### src/rtl/systolic_feeder.sv
// systolic_feeder
// Buffers 8-bit row words from a host in a small FIFO and drives them into
// row 0 of a systolic array. Each array advance strobe (step) pops one word
// (or a bubble when the FIFO is empty) into a head register.
//
// Build option: define FEEDER_SKEW_EN to add the per-lane skew pipeline, in
// which lane j lags the head by j additional steps. With the macro undefined
// the head register drives every lane directly (one-step latency on all lanes).
module systolic_feeder #(
    parameter int DEPTH = 4
) (
    input  logic       clk,
    input  logic       reset,
    input  logic [7:0] in_data,
    input  logic       in_valid,
    output logic       in_ready,
    input  logic       step,
    output logic [7:0] out_data,
    output logic [7:0] out_valid,
    output logic       busy,
    output logic [7:0] word_count
);

    localparam int PTR_W = (DEPTH > 1) ? $clog2(DEPTH) : 1;
    localparam int CNT_W = PTR_W + 1;
    localparam logic [CNT_W-1:0] DEPTH_C = CNT_W'(DEPTH);

    // Pointers wrap by natural overflow, which needs a power-of-two depth.
    if ((DEPTH < 2) || ((DEPTH & (DEPTH - 1)) != 0)) begin : g_bad_depth
        $error("systolic_feeder: DEPTH must be a power of two and at least 2");
    end

    // ------------------------------------------------------------------
    // FIFO storage and control state
    // ------------------------------------------------------------------
    logic [7:0]       mem_q [DEPTH];
    logic [PTR_W-1:0] wr_ptr_q;
    logic [PTR_W-1:0] wr_ptr_d;
    logic [PTR_W-1:0] rd_ptr_q;
    logic [PTR_W-1:0] rd_ptr_d;
    logic [CNT_W-1:0] count_q;
    logic [CNT_W-1:0] count_d;
    logic [7:0]       head_q;
    logic [7:0]       head_d;
    logic             head_valid_q;
    logic             head_valid_d;
    logic [7:0]       word_count_q;
    logic [7:0]       word_count_d;

    logic             full_s;
    logic             empty_s;
    logic             in_ready_s;
    logic             push_s;
    logic             pop_s;

    // Handshake decode: full blocks in_ready even if a pop happens this cycle.
    always_comb begin
        full_s     = (count_q == DEPTH_C);
        empty_s    = (count_q == {CNT_W{1'b0}});
        in_ready_s = !full_s && !reset;
        push_s     = in_valid && in_ready_s;
        pop_s      = step && !empty_s;
    end

    // Pointer, occupancy and accepted-word counter next-state.
    always_comb begin
        if (push_s) begin
            wr_ptr_d     = wr_ptr_q + PTR_W'(1);
            word_count_d = word_count_q + 8'd1;
        end else begin
            wr_ptr_d     = wr_ptr_q;
            word_count_d = word_count_q;
        end

        if (pop_s) begin
            rd_ptr_d = rd_ptr_q + PTR_W'(1);
        end else begin
            rd_ptr_d = rd_ptr_q;
        end

        case ({push_s, pop_s})
            2'b10:   count_d = count_q + CNT_W'(1);
            2'b01:   count_d = count_q - CNT_W'(1);
            default: count_d = count_q;
        endcase
    end

    // Head next-state: a step pops the oldest word, or loads a bubble when
    // the FIFO was empty before this edge (no same-cycle bypass of a push).
    always_comb begin
        if (step) begin
            if (pop_s) begin
                head_d       = mem_q[rd_ptr_q];
                head_valid_d = 1'b1;
            end else begin
                head_d       = 8'h00;
                head_valid_d = 1'b0;
            end
        end else begin
            head_d       = head_q;
            head_valid_d = head_valid_q;
        end
    end

    // FIFO word storage; cleared on reset so no stale data is ever visible.
    always_ff @(posedge clk or posedge reset) begin
        if (reset) begin
            for (int i = 0; i < DEPTH; i++) begin
                mem_q[i] <= 8'h00;
            end
        end else if (push_s) begin
            mem_q[wr_ptr_q] <= in_data;
        end
    end

    // Control, head and word counter registers.
    always_ff @(posedge clk or posedge reset) begin
        if (reset) begin
            wr_ptr_q     <= {PTR_W{1'b0}};
            rd_ptr_q     <= {PTR_W{1'b0}};
            count_q      <= {CNT_W{1'b0}};
            head_q       <= 8'h00;
            head_valid_q <= 1'b0;
            word_count_q <= 8'h00;
        end else begin
            wr_ptr_q     <= wr_ptr_d;
            rd_ptr_q     <= rd_ptr_d;
            count_q      <= count_d;
            head_q       <= head_d;
            head_valid_q <= head_valid_d;
            word_count_q <= word_count_d;
        end
    end

    // ------------------------------------------------------------------
    // Lane output stage
    // ------------------------------------------------------------------
`ifdef FEEDER_SKEW_EN
    wire [7:0] lane_dat_s;
    wire [7:0] lane_vld_s;

    // Lane 0 is taken straight from the head register.
    assign lane_dat_s[0] = head_q[0];
    assign lane_vld_s[0] = head_valid_q;

    // Lane j carries a j-deep shift register that advances only on step.
    for (genvar j = 1; j < 8; j++) begin : g_lane
        logic [j-1:0] dly_dat_q;
        logic [j-1:0] dly_dat_d;
        logic [j-1:0] dly_vld_q;
        logic [j-1:0] dly_vld_d;

        if (j == 1) begin : g_single
            // One-stage lane: capture the head bit on each step.
            always_comb begin
                if (step) begin
                    dly_dat_d = head_q[1];
                    dly_vld_d = head_valid_q;
                end else begin
                    dly_dat_d = dly_dat_q;
                    dly_vld_d = dly_vld_q;
                end
            end
        end else begin : g_chain
            // Multi-stage lane: shift the head bit in at the low end.
            always_comb begin
                if (step) begin
                    dly_dat_d = {dly_dat_q[j-2:0], head_q[j]};
                    dly_vld_d = {dly_vld_q[j-2:0], head_valid_q};
                end else begin
                    dly_dat_d = dly_dat_q;
                    dly_vld_d = dly_vld_q;
                end
            end
        end

        // Skew registers; reset drops every in-flight bit.
        always_ff @(posedge clk or posedge reset) begin
            if (reset) begin
                dly_dat_q <= {j{1'b0}};
                dly_vld_q <= {j{1'b0}};
            end else begin
                dly_dat_q <= dly_dat_d;
                dly_vld_q <= dly_vld_d;
            end
        end

        assign lane_dat_s[j] = dly_dat_q[j-1];
        assign lane_vld_s[j] = dly_vld_q[j-1];
    end

    assign out_data  = lane_dat_s;
    assign out_valid = lane_vld_s;
`else
    // Unskewed build: every lane sees the head register directly.
    assign out_data  = head_q;
    assign out_valid = {8{head_valid_q}};
`endif

    assign in_ready   = in_ready_s;
    assign busy       = !empty_s || (|out_valid);
    assign word_count = word_count_q;

endmodule

### config.mk
export PLATFORM = sky130hd
export DESIGN_NAME = systolic_feeder
export DESIGN_NICKNAME = d
export VERILOG_FILES = /design/src/rtl/systolic_feeder.sv
export SDC_FILE = /design/constraint.sdc
export NUM_CORES = 1
export LEC_CHECK = 0
export ABC_AREA = 0
export CORE_MARGIN = 1
export CORE_UTILIZATION = 45
export CTS_BUF_LIST = sky130_fd_sc_hd__clkbuf_8
export DETAILED_ROUTE_END_ITERATION = 12
export GPL_ROUTABILITY_DRIVEN = 0
export PLACE_DENSITY = 0.72
export SLEW_MARGIN = 10
export SYNTH_ARGS = -nofsm -noshare
export SYNTH_HDL_FRONTEND = slang
export SYNTH_SLANG_ARGS = --single-unit
### constraint.sdc
create_clock -name clk -period 6.4 [get_ports clk]
set_input_delay 0.64 -clock clk [delete_from_list [all_inputs] [get_ports clk]]
set_output_delay 0.64 -clock clk [all_outputs]
set_load 0.005 [all_outputs]
run_1/met1.png
The bar under the picture is 20 microns long. Supply wires on this layer in gray.
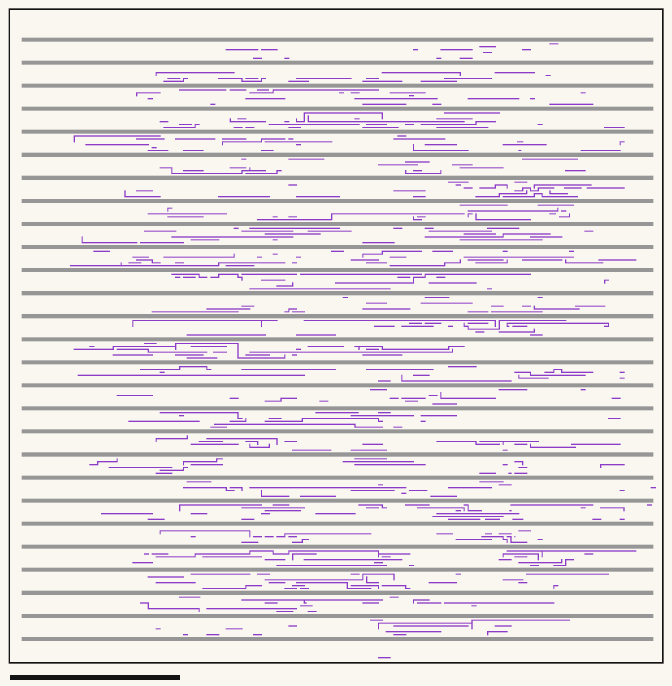
share of all routed wire	47%
longest straight run	26.7 microns
Routed WL: 4170 microns
vias: 1452

run_1/met2.png
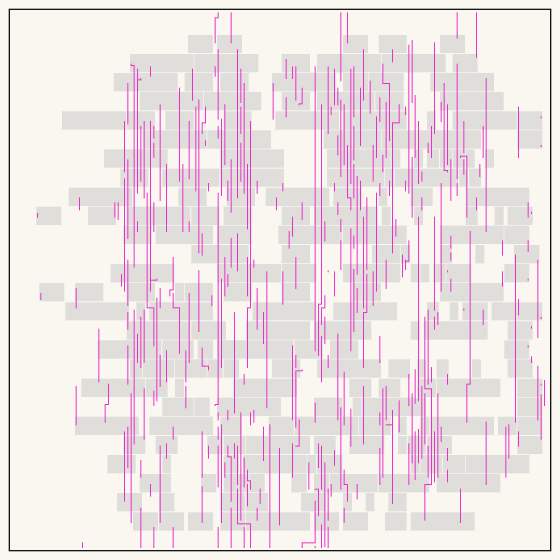
share of all routed wire	49%
main direction	vertical
wire length on this layer	2030 microns
met2 Usage GRT: 0.252

run_1/met3.png
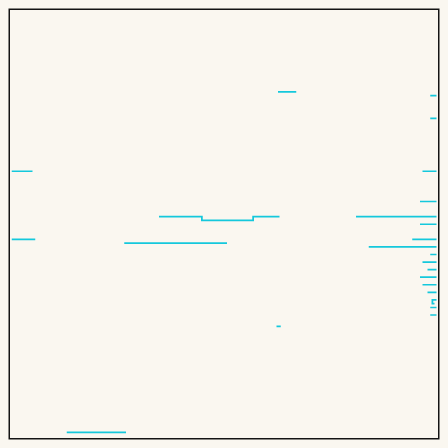
main direction	horizontal
share of all routed wire	2.8%
longest straight run	18.2 microns
GRT met3 Usage: 0.0321

[run 1: metrics by stage]
stage                util  power [mW]
global placement    0.553        1.14
CTS                 0.576        1.41
detailed placement  0.553        1.16
floorplan               -       0.981
global route        0.576        1.49
finish              0.576        1.39
[run 1: sequential cells by signal, indices dropped and copies added, names as in the netlist]
signal and flops:
out_data 8, count_q 3, head_valid_q 1, mem_q 32
rd_ptr_q 2, wr_ptr_q 2, word_count 8
[run 1: cell usage after synthesis, drive strengths merged, types with 2 or more instances]
cell / count
mux2: 33
buf: 10
o21ai: 10
mux4: 8
nor3b: 2
nand2: 16
dfrtp: 56
xnor2: 10
nor2: 2
ha: 6
inv: 16
and3: 3
nand4: 4
xor2: 3
clkbuf: 2
[run 1: area by class of cell]
class,count,share of cell area
clock inverter,2,0.0128
tap,70,0.0289
timing repair buffer,38,0.124
clock buffer,6,0.0272
multi-input combinational,101,0.324
inverter,17,0.0210
sequential,56,0.462
[run 1: per-layer routing]
layer	GRT usage	vias up	part of all wire
met5	0	-	0
met4	0.0846	0	0.018
met3	0.0321	5	0.028
met2	0.252	26	0.49
met1	0.214	733	0.47
li1	-	688	-
[run 1: cells by family (layout without fill, tap and decap cells)]
logic type      after synthesis  in the layout  synth area share
mux                          42             42             0.222
simple gates                 28             28            0.0614
compound gates               11             11            0.0228
xor+xnor                     13             13            0.0451
buf+inv                      29             63            0.0560
flops                        56             56             0.555
fa+ha+maj                     7              7            0.0376
[run 1: worst max-delay path by stage]
stage,end,slack [ps],from
5_1_grt,count_q[2],3650,reset
2_1_floorplan,count_q[2],4190,step
3_3_place_gp,count_q[2],3580,reset
3_5_place_dp,count_q[2],3480,reset
6_report,count_q[2],3820,reset
4_1_cts,count_q[2],3820,reset
==> PnR_summary.wiki, run 1 <==
=== Physical design figures ===
{| class="wikitable"
! Metric !! Value
|-
| Run status || completed
|-
| Fraction of the yosys area taken by sequential cells || 0.555
|-
| Post-CTS Hold Fix Bufs || 0
|-
| Post-Syn Instances || 186
|-
| Combinational cell fraction of total power || 0.360
|-
| Buffer type at the clock tree root || clkbuf_8
|-
| Count of cell instances traversed by the critical path || 9
|-
| Count of different cell masters after synthesis || 24
|-
| Via count of the first global-routing pass || 1539
|-
| Effective utilization at floorplan || 0.479
|-
| Tally of max-capacitance violations || 0
|-
| First-pass GRT wire length || 7320 microns
|-
| Floorplan row count || 26
|-
| Power share of the clock group || 0.175
|-
| Share of async-settable or async-resettable flops after synthesis || 1.00
|-
| Vertical extent of the die || 76.9 microns
|-
| Critical path required time || ~6600 ps
|-
| Aggregate global-route resource usage || 0.162
|-
| Most frequent logic cell in the layout || dfrtp_1
|-
| Number of cells in the finished layout apart from fillers || 290
|-
| Pin count of the biggest net entering global routing || 44
|-
| Final nets || 238
|-
| Actual transition at the worst max-transition pin || 745 ps
|-
| Mean instance size in the synthesized netlist || ~14 sq um
|-
| Power drawn by the clock network || around 240 uW
|-
| Maximum vdd drop || 0.000160 V
|-
| Switching share of total power || 0.300
|-
| Most frequently used flop master after synthesis || dfrtp_1
|-
| Clock tree from TritonCTS || built
|-
| Highest cell delay on the worst timing path || 670 ps
|-
| Overall overflow remaining after global route || 0
|-
| Total setup buffers inserted after CTS || 0
|-
| Average wire per standard cell || 14.4 microns
|-
| Internal power of the cells || roughly 970 uW
|-
| Post-DR vias/cell || 5.01
|-
| Core footprint || 0.00527 sq mm
|-
| Most instantiated logic cells after routing || 56 x dfrtp_1, 37 x clkdlybuf4s50_1, 32 x mux2_2
|-
| Detailed placement HPWL || 2970 microns
|-
| FF-to-FF setup slack || 4050 ps
|-
| Top power group || registers
|-
| Placement Setup Slack || 3480 ps
|-
| Die width || 76.9 microns
|-
| Power share of the sequential group || 0.465
|-
| Tally of buffers added on design ports || 37
|-
| Post-route ant nets || 0
|-
| Floorplan net count || 205
|-
| Endpoint of the worst register-to-register path || count_q[2]
|-
| Switching power of the nets || 417 uW
|-
| Logic power comb || 501 uW
|-
| Final period utilization || 0.404
|-
| Synth top area cells || dfrtp_1 55%, mux2_2 14%, mux4_2 7.1%
|-
| Fraction of layout instances using a drive strength above 1 || 0.250
|-
| Synthesis Warnings || 0
|-
| Time the worst path needs with I/O delays and setup || 2580 ps
|-
| Kind of path behind the tightest hold check || reg2reg
|-
| Number of DRC markers after the initial detailed-route iteration || between 80 and 90
|-
| Data arrival time of the critical path || 2780 ps
|-
| Antenna violations before repair || 0
|-
| Count of tool warnings || 29
|-
| Chip Area, Yosys || around 0.0025 sq mm
|-
| # DRC || 0
|-
| Number of cells after detailed placement || 282
|-
| Power Sequential || 646 uW
|-
| R2r startpoint || count_q[2]
|-
| Register area || 0.00140 sq mm
|-
| Count of pins over their slew limit || 0
|-
| Top area contributor share || 0.555
|-
| Startpoint type of the worst setup path || primary input
|-
| Non-Filler Cell Area, Final || 0.00304 sq mm
|-
| Number of search-and-repair iterations in the first detailed-routing pass || 2
|-
| Largest area contributor in the netlist || dfrtp_1
|-
| Kind of capture point of the worst setup path || flip-flop
|-
| Latest clock arrival within the worst-skew pair || about 320 ps
|-
| H-tree level count || 2
|-
| Slew headroom || 0.503
|-
| Layout Skew || ~12 ps
|-
| Area Growth Syn to Fin || 20.2%
|-
| Crit-path max FO || 16
|-
| Area of the die || a little under 0.006 sq mm
|-
| Hold_ws || 496 ps
|-
| Number of clock sinks seen by CTS || 56
|-
| TritonCTS Buffers || 5
|-
| Critical path class || in2reg
|-
| Final setup slack of the worst path || between 3000 and 4000 ps
|}
==> run 2: changes to the inputs <==
Settings changed: PLACE_DENSITY 0.72 to 0.75.
Clock period 6.4 ns to 2.32 ns, I/O delays scaled along.
==> PnR_summary.wiki, run 2 <==
=== Physical design figures ===
{| class="wikitable"
! Metric !! Value
|-
| Number of cells after detailed placement || 286
|-
| Count of different cell masters after synthesis || 24
|-
| Metal3 WL || 121 microns
|-
| Final setup slack of the worst path || 217 ps
|-
| Floorplan row count || 26
|-
| Final standard cell utilization of the core || 0.585
|-
| Floorplan net count || approximately 200
|-
| Tally of max-capacitance violations || 0
|-
| Chip Area, Yosys || 0.00253 sq mm
|-
| Post-DR vias/cell || 4.88
|-
| Final period utilization || 0.906
|-
| Buffer type at the clock tree root || clkbuf_8
|-
| Via count of the first global-routing pass || 1494
|-
| Max FFs per register || 32
|-
| Kind of path behind the tightest hold check || in2async
|-
| H-tree level count || 2
|-
| Fraction of the yosys area taken by sequential cells || 0.555
|-
| Vertical extent of the die || 76.9 microns
|-
| Post-route ant nets || 0
|-
| Power after layout || 3.86 mW
|-
| Actual transition at the worst max-transition pin || 599 ps
|-
| Core footprint || 0.00527 sq mm
|-
| Reg with most FFs || mem_q
|-
| Average wire per standard cell || 14.1 microns
|-
| Latest clock arrival within the worst-skew pair || 310 ps
|-
| Effective utilization at floorplan || 0.479
|-
| Top post-synthesis cells by count || 56 x dfrtp_1, 32 x mux2_2, 16 x inv_1
|-
| Layout Skew || 8.41 ps
|-
| First-pass GRT wire length || around 7300 microns
|-
| Data arrival time of the critical path || 2340 ps
|-
| Post-Syn Instances || around 190
|-
| Total setup buffers inserted after CTS || 0
|-
| Slew headroom || 0.601
|-
| Cell with the most instances after synthesis || dfrtp_1
|-
| Largest area contributor in the netlist || dfrtp_1
|-
| TritonCTS Buffers || 5
|-
| Run status || completed
|-
| Pin count of the biggest net entering global routing || 27
|-
| Area of the die || between 0.005 and 0.006 sq mm
|-
| Critical path class || reg2reg
|-
| Number of clock sinks seen by CTS || 56
|-
| Count of tool warnings || 29
|-
| Synthesis Warnings || 0
|-
| Most used routing layer || met2
|-
| Most instantiated logic cells after routing || 56 x dfrtp_1, 37 x clkdlybuf4s50_1, 32 x mux2_2
|-
| Top layer used by detailed routing || met4
|-
| Most frequently used flop master after synthesis || dfrtp_1
|-
| Number of cells in the finished layout apart from fillers || 294
|-
| Synth top area cells || dfrtp_1 55%, mux2_2 14%, mux4_2 7.1%
|-
| Crit-path max FO || 5
|-
| Area Growth Syn to Fin || 22.0%
|-
| Kind of capture point of the worst setup path || flip-flop
|-
| Number of search-and-repair iterations in the first detailed-routing pass || 4
|-
| Tally of buffers added on design ports || 37
|-
| Overall overflow remaining after global route || 0
|}
-- run 2: cell types whose count changed in the layout (fill, tap and decap cells not counted) --
cell / before / now
clkbuf_8: 6 / 7
clkinv_4: 1 / 0
buf_12: 0 / 1
buf_4: 1 / 4
-- run 2: worst max-delay path, stage by stage, from the launching register on --
cell and delay (ps):
dfrtp_1 440, nor3b_1 440, nor3b_4 80, inv_1 70, ha_1 170, inv_1 60
fa_1 380, xor2_1 150, nor2_1 110, xor2_1 140
-- run 2: power breakdown --
group	leakage, nW	switching [mW]	internal [mW]
clock	0.0645	0.308	0.381
combinational	0.602	0.471	0.916
sequential	0.683	0.352	1.43
total	1.35	1.13	2.73
-- run 2: layout make-up --
type | instances | area [sq um]
Clock buffer | 7 | 96.3
Clock inverter | 1 | 30.0
Fill cell | 431 | 2190
Inverter | 17 | 63.8
Multi-Input combinational cell | 101 | 983
Sequential cell | 56 | 1400
Tap cell | 70 | 87.6
Timing Repair Buffer | 42 | 420
-- run 2: logic make-up after synthesis --
group | after synthesis | share of synthesized area
compound gates | 11 | 0.0228
fa+ha+maj | 7 | 0.0376
mux | 42 | 0.222
xor+xnor | 13 | 0.0451
flops | 56 | 0.555
buf+inv | 29 | 0.0560
simple gates | 28 | 0.0614
-- run 2: final timing paths --
check	start	to	slack (ps)	cells after the start
worst min register to register	word_count[6]	word_count[6]	510	1
worst max-delay path	count_q[0]	count_q[2]	220	9
worst min-delay path	reset	mem_q[19]	340	2
min in group clk	word_count[6]	word_count[6]	510	1
worst max register to register	count_q[0]	count_q[2]	220	9
max in group asynchronous	reset	mem_q[1]	1450	3
run_2/met2.png
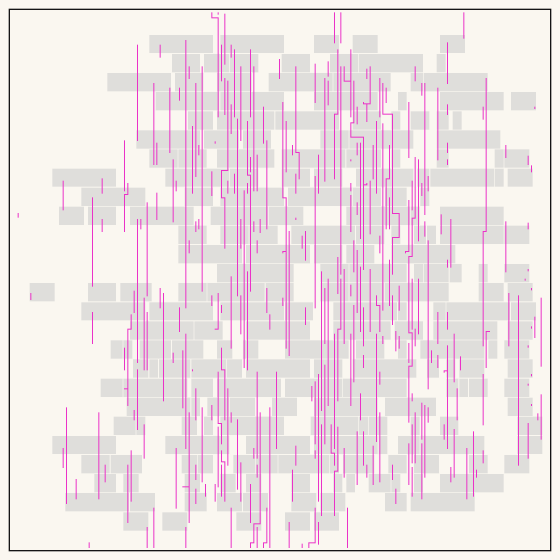
nets with wire on the layer	198
longest straight run	38.1 microns
main direction	vertical
wire length on this layer	2010 microns
met2 Usage GRT: 0.250
Routed WL: 4160 microns
vias: 1434

run_2/met3.png
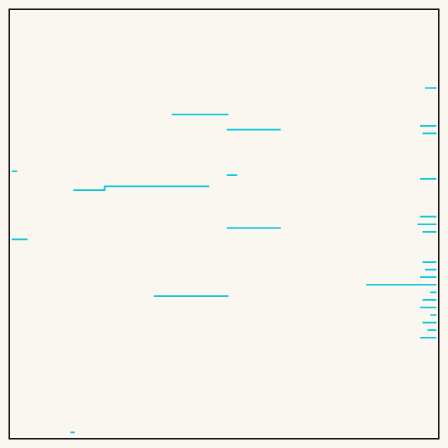
share of all routed wire	2.9%
nets with wire on the layer	22
wire length on this layer	121 microns
main direction	horizontal
GRT met3 Usage: 0.0369

run_2/met1.png
The bar under the picture is 20 microns long. Supply wires on this layer in gray.
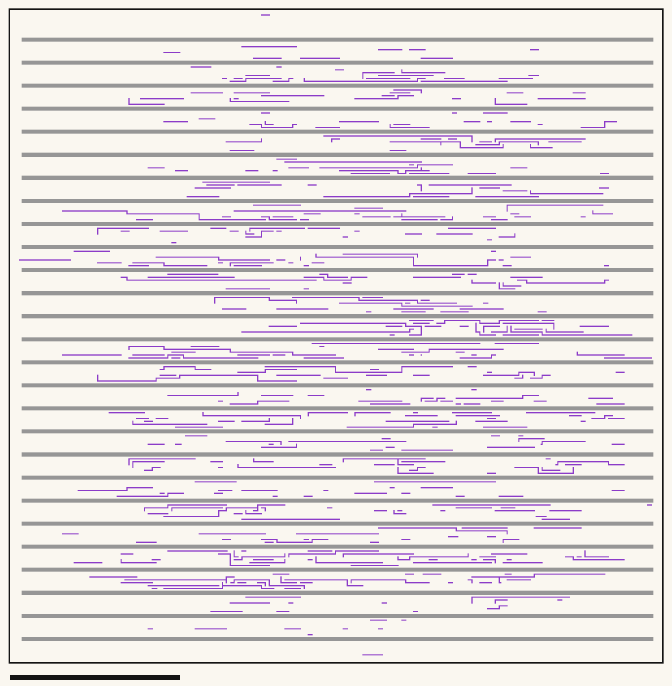
longest straight run	22.3 microns
nets with wire on the layer	205
share of all routed wire	47%
main direction	horizontal
wire length on this layer	1950 microns
met1 routing resource usage after global routing: 0.220

Power is estimated from default activity; no workload was simulated.
